### config.mk
export PLATFORM = sky130hd
export DESIGN_NAME = mem_stage_unit
export DESIGN_NICKNAME = d
export VERILOG_FILES = /design/src/rtl/mem_stage_unit_pkg.sv /design/src/rtl/mem_stage_unit_io_in_sync.sv /design/src/rtl/mem_stage_unit.sv
export SDC_FILE = /design/constraint.sdc
export NUM_CORES = 1
export LEC_CHECK = 0
export CAP_MARGIN = 20
export CORE_MARGIN = 1
export CORE_UTILIZATION = 63
export DETAILED_ROUTE_END_ITERATION = 10
export DONT_BUFFER_PORTS = 1
export PLACE_DENSITY_LB_ADDON = 0.12
export SETUP_SLACK_MARGIN = 0.1
export SYNTH_ARGS = -nofsm -noshare
export SYNTH_HDL_FRONTEND = slang
export SYNTH_HIERARCHICAL = 1
export SYNTH_SLANG_ARGS = --single-unit
### constraint.sdc
create_clock -name clk -period 2.2 [get_ports clk]
set_input_delay 0.44 -clock clk [delete_from_list [all_inputs] [get_ports clk]]
set_output_delay 0.44 -clock clk [all_outputs]
set_load 0.02 [all_outputs]
### src/rtl/mem_stage_unit_pkg.sv
// Shared encodings for the memory stage: stack-op codes, FSM states and SP reset value.
package mem_pkg;

    localparam logic [7:0] SP_INIT_DEFAULT = 8'hFF;

    localparam logic [1:0] SP_PUSH = 2'b00;
    localparam logic [1:0] SP_POP  = 2'b01;
    localparam logic [1:0] SP_LOAD = 2'b10;
    localparam logic [1:0] SP_NONE = 2'b11;

    typedef enum logic {
        ST_IDLE   = 1'b0,
        ST_ACCESS = 1'b1
    } mem_state_t;

endpackage

### src/rtl/mem_stage_unit_io_in_sync.sv
// Two-flop synchroniser bringing the asynchronous input port into the clk domain.
module io_in_sync (
    input  logic       clk,
    input  logic       rst,
    input  logic [7:0] i_d,
    output logic [7:0] o_q
);

    logic [7:0] r_meta;
    logic [7:0] r_sync;

    always_ff @(posedge clk or posedge rst) begin
        if (rst) begin
            r_meta <= '0;
            r_sync <= '0;
        end else begin
            r_meta <= i_d;
            r_sync <= r_meta;
        end
    end

    assign o_q = r_sync;

endmodule

### src/rtl/mem_stage_unit.sv
// Memory stage: data-memory req/ack access, stack pointer, I/O port registers and MEM/WB register.
module mem_stage_unit
    import mem_pkg::*;
#(
    parameter logic [7:0] SP_INIT = SP_INIT_DEFAULT
) (
    input  logic       clk,
    input  logic       rst,
    input  logic       ex_wb_reg_write,
    input  logic [7:0] ex_alu_result,
    input  logic [1:0] ex_write_addr,
    input  logic [3:0] ex_flags,
    input  logic       ex_update_flags,
    input  logic       ex_mem_write,
    input  logic       ex_mem_to_reg,
    input  logic       ex_io_read,
    input  logic       ex_io_write,
    input  logic       ex_sp_update,
    input  logic [1:0] ex_sp_op,
    input  logic [7:0] ex_store_data,
    input  logic       ex_is_ret,
    output logic       dmem_req,
    output logic       dmem_we,
    output logic [7:0] dmem_addr,
    output logic [7:0] dmem_wdata,
    input  logic [7:0] dmem_rdata,
    input  logic       dmem_ack,
    input  logic [7:0] in_port,
    output logic [7:0] out_port,
    output logic       mem_stall,
    output logic       wb_reg_write,
    output logic [7:0] wb_data,
    output logic [1:0] wb_write_addr,
    output logic [3:0] wb_flags,
    output logic       wb_update_flags,
    output logic       ret_valid,
    output logic [7:0] ret_pc
);

    mem_state_t r_state;
    logic [7:0] r_sp;
    logic [7:0] r_out_port;
    logic       r_dmem_req;
    logic       r_dmem_we;
    logic [7:0] r_dmem_addr;
    logic [7:0] r_dmem_wdata;
    logic       r_wb_reg_write;
    logic [7:0] r_wb_data;
    logic [1:0] r_wb_write_addr;
    logic [3:0] r_wb_flags;
    logic       r_wb_update_flags;
    logic       r_ret_valid;
    logic [7:0] r_ret_pc;

    logic       w_is_push;
    logic       w_is_pop;
    logic       w_is_sp_load;
    logic       w_is_read;
    logic       w_is_ret;
    logic       w_mem_op;
    logic       w_stall;
    logic       w_ack;
    logic [7:0] w_addr;
    logic [7:0] w_in_sync;

    io_in_sync u_in_sync (
        .clk (clk),
        .rst (rst),
        .i_d (in_port),
        .o_q (w_in_sync)
    );

    assign w_is_push    = ex_sp_update && (ex_sp_op == SP_PUSH);
    assign w_is_pop     = ex_sp_update && (ex_sp_op == SP_POP);
    assign w_is_sp_load = ex_sp_update && (ex_sp_op == SP_LOAD);
    assign w_mem_op     = ex_mem_write || ex_mem_to_reg || w_is_push || w_is_pop;
    // A store takes precedence over a load flagged on the same instruction.
    assign w_is_read    = w_is_pop || (ex_mem_to_reg && !ex_mem_write && !w_is_push);
    assign w_is_ret     = w_is_pop && ex_is_ret;
    assign w_addr       = w_is_push ? r_sp : (w_is_pop ? r_sp + 8'd1 : ex_alu_result);
    assign w_ack        = (r_state == ST_ACCESS) && dmem_ack;
    assign w_stall      = ((r_state == ST_IDLE) && w_mem_op) || ((r_state == ST_ACCESS) && !dmem_ack);

    always_ff @(posedge clk or posedge rst) begin
        if (rst) begin
            r_state      <= ST_IDLE;
            r_dmem_req   <= 1'b0;
            r_dmem_we    <= 1'b0;
            r_dmem_addr  <= '0;
            r_dmem_wdata <= '0;
            r_sp         <= SP_INIT;
        end else begin
            case (r_state)
                ST_IDLE: begin
                    if (w_mem_op) begin
                        r_state      <= ST_ACCESS;
                        r_dmem_req   <= 1'b1;
                        r_dmem_we    <= ex_mem_write || w_is_push;
                        r_dmem_addr  <= w_addr;
                        r_dmem_wdata <= ex_store_data;
                    end else if (w_is_sp_load) begin
                        r_sp <= ex_alu_result;
                    end
                end
                ST_ACCESS: begin
                    if (dmem_ack) begin
                        r_state    <= ST_IDLE;
                        r_dmem_req <= 1'b0;
                        if (w_is_push) r_sp <= r_sp - 8'd1;
                        else if (w_is_pop) r_sp <= r_sp + 8'd1;
                    end
                end
                default: r_state <= ST_IDLE;
            endcase
        end
    end

    // Stalled cycles insert a bubble: only the qualifying strobes are cleared, data fields hold.
    always_ff @(posedge clk or posedge rst) begin
        if (rst) begin
            r_out_port        <= '0;
            r_wb_reg_write    <= 1'b0;
            r_wb_data         <= '0;
            r_wb_write_addr   <= '0;
            r_wb_flags        <= '0;
            r_wb_update_flags <= 1'b0;
            r_ret_valid       <= 1'b0;
            r_ret_pc          <= '0;
        end else if (w_stall) begin
            r_wb_reg_write    <= 1'b0;
            r_wb_update_flags <= 1'b0;
            r_ret_valid       <= 1'b0;
        end else begin
            if (ex_io_write) r_out_port <= ex_store_data;
            r_wb_reg_write    <= ex_wb_reg_write && !w_is_ret;
            r_wb_write_addr   <= ex_write_addr;
            r_wb_flags        <= ex_flags;
            r_wb_update_flags <= ex_update_flags;
            r_ret_valid       <= w_is_ret && w_ack;
            if (w_is_ret) r_ret_pc <= dmem_rdata;
            if (w_is_read) r_wb_data <= dmem_rdata;
            else if (ex_io_read) r_wb_data <= w_in_sync;
            else r_wb_data <= ex_alu_result;
        end
    end

    assign mem_stall       = w_stall;
    assign dmem_req        = r_dmem_req;
    assign dmem_we         = r_dmem_we;
    assign dmem_addr       = r_dmem_addr;
    assign dmem_wdata      = r_dmem_wdata;
    assign out_port        = r_out_port;
    assign wb_reg_write    = r_wb_reg_write;
    assign wb_data         = r_wb_data;
    assign wb_write_addr   = r_wb_write_addr;
    assign wb_flags        = r_wb_flags;
    assign wb_update_flags = r_wb_update_flags;
    assign ret_valid       = r_ret_valid;
    assign ret_pc          = r_ret_pc;

endmodule

**Run 1: signal wires on met2**

Scale bar: 20 um.
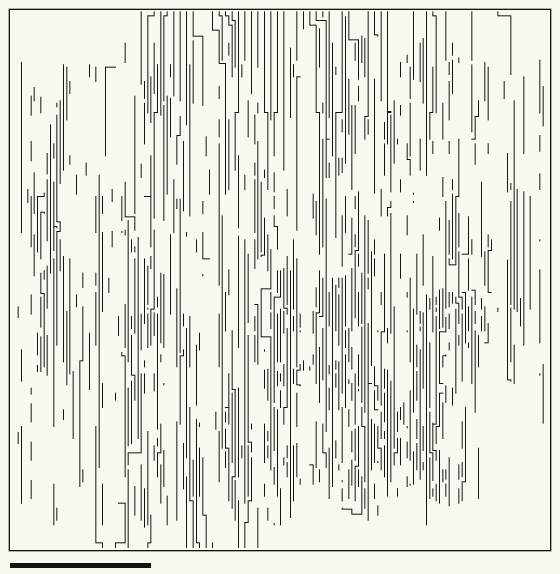
The longest straight run is 41.5 um. 308 nets have wire on it. The layer holds 51% of the routed length.
M2 GR Usage: 48.74%
Final Routed Wirelength: 7.833 mm
vias: 2,397

**Run 1: cell classes on the final placement**

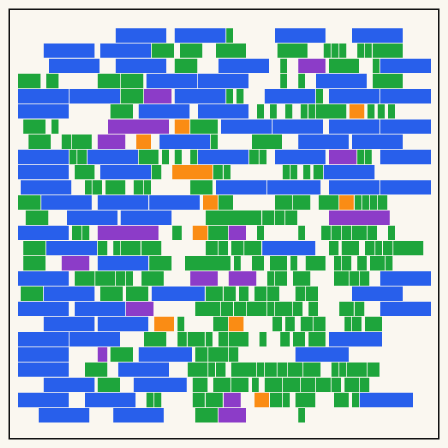
combinational and other logic: in green, cells 213, share of their area 40%. flops: in blue, cells 76, share of their area 51%. clock drivers and dummy loads: in purple, cells 15, share of their area 6.3%. other buffers and delay cells: in orange, cells 10, share of their area 2.4%.
final core utilization: 72.84%
core area: 5238 sq um

==> flow_summary.toml, run 1 <==
# generated from flow reports
[run_status]
run_status = "finished, final reports clean"

[layout]
fillers = 352
fin_nets = 363
seq_cells = 76
drive_gt1_share_pct = 21.34
buf_share_pct = 2.361
layoutNonFillerInstCount = 384
nNonClkInverters = 7
insertedDiodeCount = 0
lay_top_count = "dfrtp_1"
stdcell_area_sq_um = 3815
logic_gates = 206
seq-cell-share_pct = 50.11

[placement]
place_ws_ns = 0.2927
dp_hpwl_mm = 5.706

[synth]
syn-instance-count = 309
synth-edff-count = 0
top_area_cell = "dfrtp_1"
synth_top_cell_by_count = "dfrtp_1"
ff_type = "dfrtp_1"
yosys.area_share.aoi_pct = 9.483
logic_family = "multiplexers"
xor_share_pct = 1.497

[power]
p_int_w = 0.002732
seq_power_share_pct = 53.2
power_frac_clock_pct = 31.6
combinationalPowerShare_pct = 15.2
finalPower_w = 0.004056
pg_clk_w = 0.00128
p_per_area_nw_per_um2 = 1063
power_leader = "sequential cells"
comb-power_w = 0.000616
pg_seq_w = 0.00216
p_sw_share_pct = 32.64

[grt]
grt_overflow = 0
grt_max_degree = 32
globalRouteTotalUtil_pct = 28.89
grt_pass1_vias = 2403
grt_pass1_wl_mm = 12.53
use_met1_pct = 34.53

[critical_path]
cpMaxStageDelayCell = "dfrtp_1"
cp-startpoint = "r_state$_DFF_PP0_"
crit_required_ns = 1.76
start_kind = "flop"
crit_path_end_kind = "output pin"
worstSetupPathDepth = 3
cp.arrival_ns = 1.57
cp-endpoint = "mem_stall"

[route]
postRouteAntennaNets = 0
drt_iter0_drc = 203
wl_met1_mm = 2.993

[flow_run]
drv_cap = 0

[cts]
worstSkewPairLatency_ns = 0.35
hold_buffers = 1
cts_buffers = 9

[sta]
layout_min_cycle_time_ns = 2.009
finClkSkew_ns = 0.01119
setup_viol = 0
fin_tns_setup_ns = 0
hold_violations = 0
slew_headroom_pct = 55.45

[die]
die_height_um = 76.64
**Run 1: local utilization**

The die is cut into 8 by 8 equal tiles; white is low, dark blue is high, 0 to 100% covered.
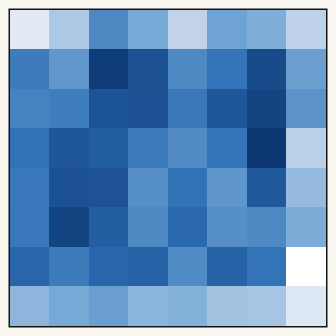
31% of the tiles are over 75% full. The emptiest ninth of the die: south-east. The fullest tile reaches 97%. 1.6% of the tiles are nearly empty.
starting density of the core: 67.01%

## Run 2: what changed since run 1
--- a/config.mk
+++ b/config.mk
@@ -6,7 +6,7 @@
 export NUM_CORES = 1
 export LEC_CHECK = 0
 export CAP_MARGIN = 20
-export CORE_MARGIN = 1
+export CORE_MARGIN = 5
 export CORE_UTILIZATION = 63
 export DETAILED_ROUTE_END_ITERATION = 10
 export DONT_BUFFER_PORTS = 1
**Run 2: signal wires on met2**

Scale bar: 20 um.
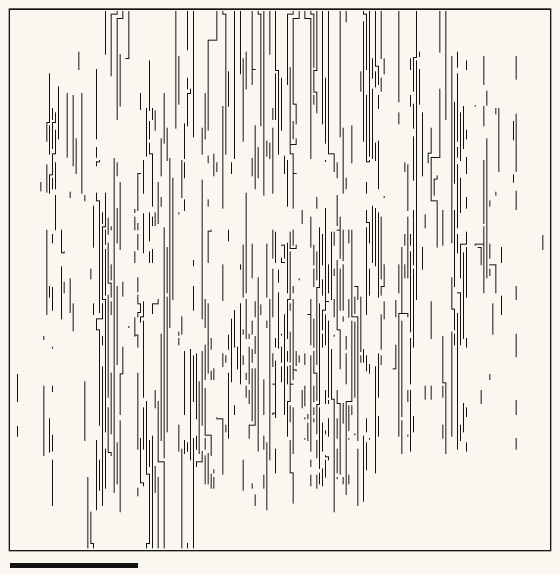
The layer carries 3,450 um of wire. The longest straight run is 52.4 um. The layer holds 44% of the routed length. 304 nets have wire on it.
Final Routed Wirelength: 7.757 mm
M2 GR Usage: 32.10%
vias: 2,334

==> run 2 against run 1 <==
  * Fmax increased by 1.9%
  * Clock power decreased by 25%
  * Utilization decreased by 4.1 points
  * Synthesized cell count unchanged
  * Final cell count grew 0.78%
  * Via count down 2.6%
  * Cell area fell by 1.4%
  * Global-route usage down 6.9 points
  * Combinational power barely moved
  * Sequential cell count unchanged
  * Routed wire length decreased by 0.97%
  * Synthesized area stayed put
  * Critical endpoint unchanged
  * Highest routed layer unchanged
==> flow_summary.toml, run 2 <==
# generated from flow reports
[run_status]
run_status = "finished, final reports clean"

[grt]
grt_pass1_vias = 2276
use_met1_pct = 29.04
globalRouteTotalUtil_pct = 22.01
grt_max_degree = 36
grt_pass1_wl_mm = 12.21

[die]
die_height_um = 84.64
core-area_sq_um = 5473
fp_util_pct = 64.13

[power]
seq_power_share_pct = 57.8
pg_seq_w = 0.00216
p_sw_share_pct = 35.00
p_per_area_nw_per_um2 = 991.9
combinationalPowerShare_pct = 16.4
p_int_w = 0.002425
finalPower_w = 0.003731

[sta]
setup_viol = 0
layout_min_cycle_time_ns = 1.971
fin_tns_setup_ns = 0
finClkSkew_ns = 0.01408
slew_headroom_pct = 58.87

[layout]
logic_gates = 206
stdcell_area_sq_um = 3761
lay_top_count = "dfrtp_1"
insertedDiodeCount = 0
drive_gt1_share_pct = 21.59
layoutNonFillerInstCount = 387

[placement]
dp_hpwl_mm = 5.796
place_ws_ns = 0.3381

[critical_path]
cp.arrival_ns = 1.53
worstSetupPathDepth = 2
cp-startpoint = "r_state$_DFF_PP0_"
cpMaxStageDelayCell = "o41a_1"
cp-endpoint = "mem_stall"
crit_required_ns = 1.76

[route]
wl_met1_mm = 3.202
postRouteAntennaNets = 0

[synth]
ff_type = "dfrtp_1"
yosys.area_share.aoi_pct = 9.483
top_area_cell = "dfrtp_1"
xor_share_pct = 1.497
synth-edff-count = 0
synth_top_cell_by_count = "dfrtp_1"

[cts]
cts_buffers = 9
hold_buffers = 0
**Run 2: cell classes on the final placement**

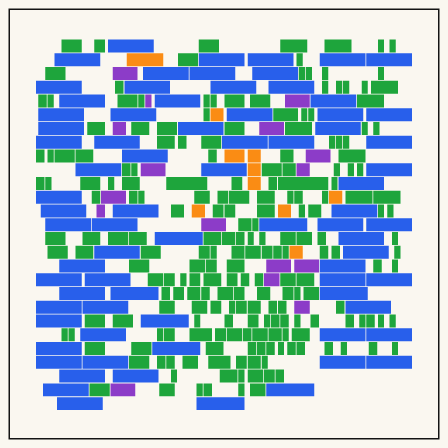
flops: in blue, cells 76, share of their area 52%. combinational and other logic: in green, cells 213, share of their area 41%. clock drivers and dummy loads: in purple, cells 16, share of their area 4.9%. other buffers and delay cells: in orange, cells 10, share of their area 2.5%.
sequential cell area share: 50.83%
row count: 27
final core utilization: 68.72%

Power figures rest on the tool's default switching activity, not on a simulated workload.
